$ cat src/rtl/hybrid_reducer.sv
// Multi-lane sum reducer: adder tree per beat, DEPTH beats accumulated into one held result.
// Define HYBRID_REDUCER_SAT_EN for saturating arithmetic with a registered out_sat flag.
module hybrid_reducer #(
    parameter int unsigned WIDTH = 16,
    parameter int unsigned LANES = 2,
    parameter int unsigned DEPTH = 4,
    localparam int unsigned CNT_W = (DEPTH > 1) ? $clog2(DEPTH) : 1
) (
    input  logic                   real_clk,
    input  logic                   real_rst,
    input  logic                   flush,
    input  logic                   in_valid,
    output logic                   in_ready,
    input  logic [LANES*WIDTH-1:0] in_data,
    output logic                   out_valid,
    input  logic                   out_ready,
    output logic [WIDTH-1:0]       out_data,
    output logic                   out_sat,
    output logic [CNT_W-1:0]       beat_cnt
);

`ifdef HYBRID_REDUCER_SAT_EN
    localparam bit SatEn = 1'b1;
`else
    localparam bit SatEn = 1'b0;
`endif

    localparam logic [CNT_W-1:0] CntLast = CNT_W'(DEPTH - 1);

    logic [WIDTH-1:0] acc_q, acc_d;
    logic [CNT_W-1:0] cnt_q, cnt_d;
    logic             part_sat_q, part_sat_d;
    logic             out_valid_q, out_valid_d;
    logic [WIDTH-1:0] out_data_q, out_data_d;
    logic             out_sat_q, out_sat_d;

    // Heap-ordered tree: leaves at LANES..2*LANES-1, root at index 1.
    logic [WIDTH-1:0] node [1:2*LANES-1];
    logic             clip [1:2*LANES-1];
    logic [WIDTH:0]   tree_ext;

    logic [WIDTH-1:0] beat_sum;
    logic             beat_clip;
    logic [WIDTH-1:0] acc_base;
    logic [WIDTH:0]   acc_ext;
    logic [WIDTH-1:0] acc_next;
    logic             sat_next;
    logic             accept;
    logic             last_beat;

    always_comb begin
        tree_ext = '0;
        for (int k = 0; k < int'(LANES); k++) begin
            node[int'(LANES) + k] = in_data[k*WIDTH +: WIDTH];
            clip[int'(LANES) + k] = 1'b0;
        end
        for (int i = int'(LANES) - 1; i >= 1; i--) begin
            tree_ext = {1'b0, node[2*i]} + {1'b0, node[2*i+1]};
            node[i]  = (SatEn && tree_ext[WIDTH]) ? '1 : tree_ext[WIDTH-1:0];
            clip[i]  = clip[2*i] | clip[2*i+1] | (SatEn && tree_ext[WIDTH]);
        end
    end

    assign beat_sum  = node[1];
    assign beat_clip = clip[1];

    // A new result starts from zero, so the first beat overwrites rather than adds.
    always_comb begin
        acc_base = (cnt_q == '0) ? '0 : acc_q;
        acc_ext  = {1'b0, acc_base} + {1'b0, beat_sum};
        acc_next = (SatEn && acc_ext[WIDTH]) ? '1 : acc_ext[WIDTH-1:0];
        sat_next = ((cnt_q == '0) ? 1'b0 : part_sat_q) | beat_clip
                   | (SatEn && acc_ext[WIDTH]);
    end

    assign in_ready  = !out_valid_q || out_ready;
    assign accept    = in_valid && in_ready && !flush;
    assign last_beat = accept && (cnt_q == CntLast);

    always_comb begin
        acc_d       = acc_q;
        cnt_d       = cnt_q;
        part_sat_d  = part_sat_q;
        out_valid_d = out_valid_q;
        out_data_d  = out_data_q;
        out_sat_d   = out_sat_q;

        if (out_valid_q && out_ready) begin
            out_valid_d = 1'b0;
        end

        if (flush) begin
            acc_d      = '0;
            cnt_d      = '0;
            part_sat_d = 1'b0;
        end else if (accept) begin
            acc_d      = acc_next;
            part_sat_d = sat_next;
            if (last_beat) begin
                cnt_d       = '0;
                out_valid_d = 1'b1;
                out_data_d  = acc_next;
                out_sat_d   = sat_next;
            end else begin
                cnt_d = cnt_q + 1'b1;
            end
        end
    end

    always_ff @(posedge real_clk or posedge real_rst) begin
        if (real_rst) begin
            acc_q       <= '0;
            cnt_q       <= '0;
            part_sat_q  <= 1'b0;
            out_valid_q <= 1'b0;
            out_data_q  <= '0;
            out_sat_q   <= 1'b0;
        end else begin
            acc_q       <= acc_d;
            cnt_q       <= cnt_d;
            part_sat_q  <= part_sat_d;
            out_valid_q <= out_valid_d;
            out_data_q  <= out_data_d;
            out_sat_q   <= out_sat_d;
        end
    end

    assign out_valid = out_valid_q;
    assign out_data  = out_data_q;
    assign out_sat   = out_sat_q;
    assign beat_cnt  = cnt_q;

endmodule

$ cat config.mk
export PLATFORM = sky130hd
export DESIGN_NAME = hybrid_reducer
export DESIGN_NICKNAME = d
export VERILOG_FILES = /design/src/rtl/hybrid_reducer.sv
export SDC_FILE = /design/constraint.sdc
export NUM_CORES = 1
export LEC_CHECK = 0
export CORE_MARGIN = 5
export CORE_UTILIZATION = 55
export DETAILED_ROUTE_END_ITERATION = 10
export MAX_ROUTING_LAYER = met4
export PLACE_DENSITY = 0.86
export SLEW_MARGIN = 0
export SYNTH_ARGS = -nofsm -noshare
export SYNTH_HDL_FRONTEND = slang
export SYNTH_SLANG_ARGS = --single-unit
$ cat constraint.sdc
create_clock -name real_clk -period 9 [get_ports real_clk]
set_input_delay 1.8 -clock real_clk [delete_from_list [all_inputs] [get_ports real_clk]]
set_output_delay 1.8 -clock real_clk [all_outputs]
set_load 0.05 [all_outputs]
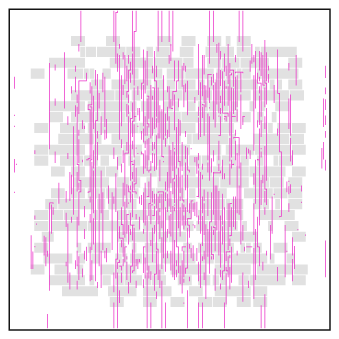
**Above:** metal 2.
Drawn at 4 px/um. Cells faint in the background.
wire length on this layer = 3,160 um
longest straight run = 40.1 um
main direction = vertical
share of all routed wire = 49%
nets with wire on the layer = 348

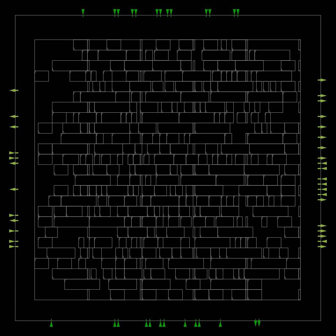
**Above:** cell placement.
sequential portion of the cell area: 27.4%
TAP cells: 67
fillers: 343

==> metrics.cfg <==
[worst_setup_path]
cp_slowest_stage_delay_ns=0.82
crit_family=buffers and inverters
cp.buffers_inverters=2
setup.worst_path.start_class=input pin
startpoint=out_ready
cp_common_cell=clkdlybuf4s50_1

[place]
pre_cts_ws_ns=3.98
place_inst=384
gp_congestion=0.847

[timing]
max_clock_freq_mhz=199
tightest_slew_ns=0.920
maxSlewHeadroom_pct=38.5

[synthesis]
ys_cells=273
top_area_share_pct=34.5
adder_share_pct=19.4
netlist_logic_family_top=adder cells
mux_share_pct=2.80

[drt]
wire_per_inst_um=16.3
met2WireLength_um=3160
drt_iter0_drc=144
vias_per_cell=5.79
m1WireLength_um=2710

[finish]
comb_area_mm2=0.00168
clkbuf_count=7
seq_area_um2=926
sh_comb_area_pct=49.7
largest_class=multi-input combinational cells

[run]
drv_cap=0

[clocking]
cts_max_level=2
hold_buffers=0
post_cts_buffers=0
clkSinkCount=37
clockBufferDepth=2
cts_tree=built

[pwr]
p_leak_nw=1.51
seq_power_uw=207
p_comb_share_pct=48.9

[outcome]
outcome=complete, no violations

[die]
num_io_pins=58
fp_util_pct=56.8

[global_route]
grt_first_pass_wirelength_um=10700

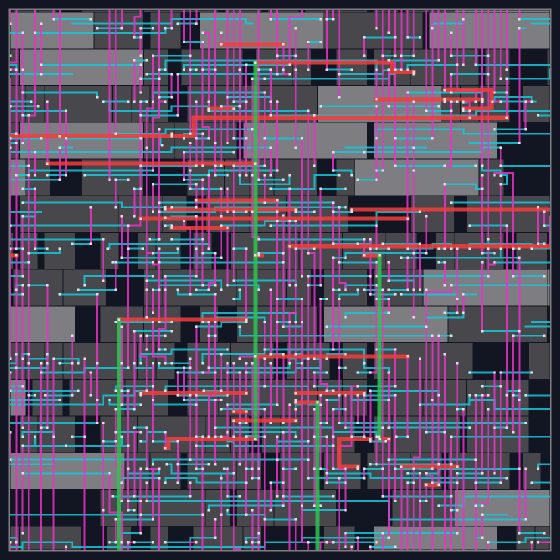
**Above:** close-up of the layout.
Region (20, 20) to (60, 60) um. Cells in gray, sequential cells in the stronger gray; small squares are vias.
red -> metal 3
magenta -> metal 2
green -> metal 4
cyan -> metal 1
most frequent = nand2_1 (22), dfrtp_1 (15), nor2_1 (10)
cells with their middle in the window = 145
sequential cells in the window = 15
netlist names of flops here include = acc_q (12)

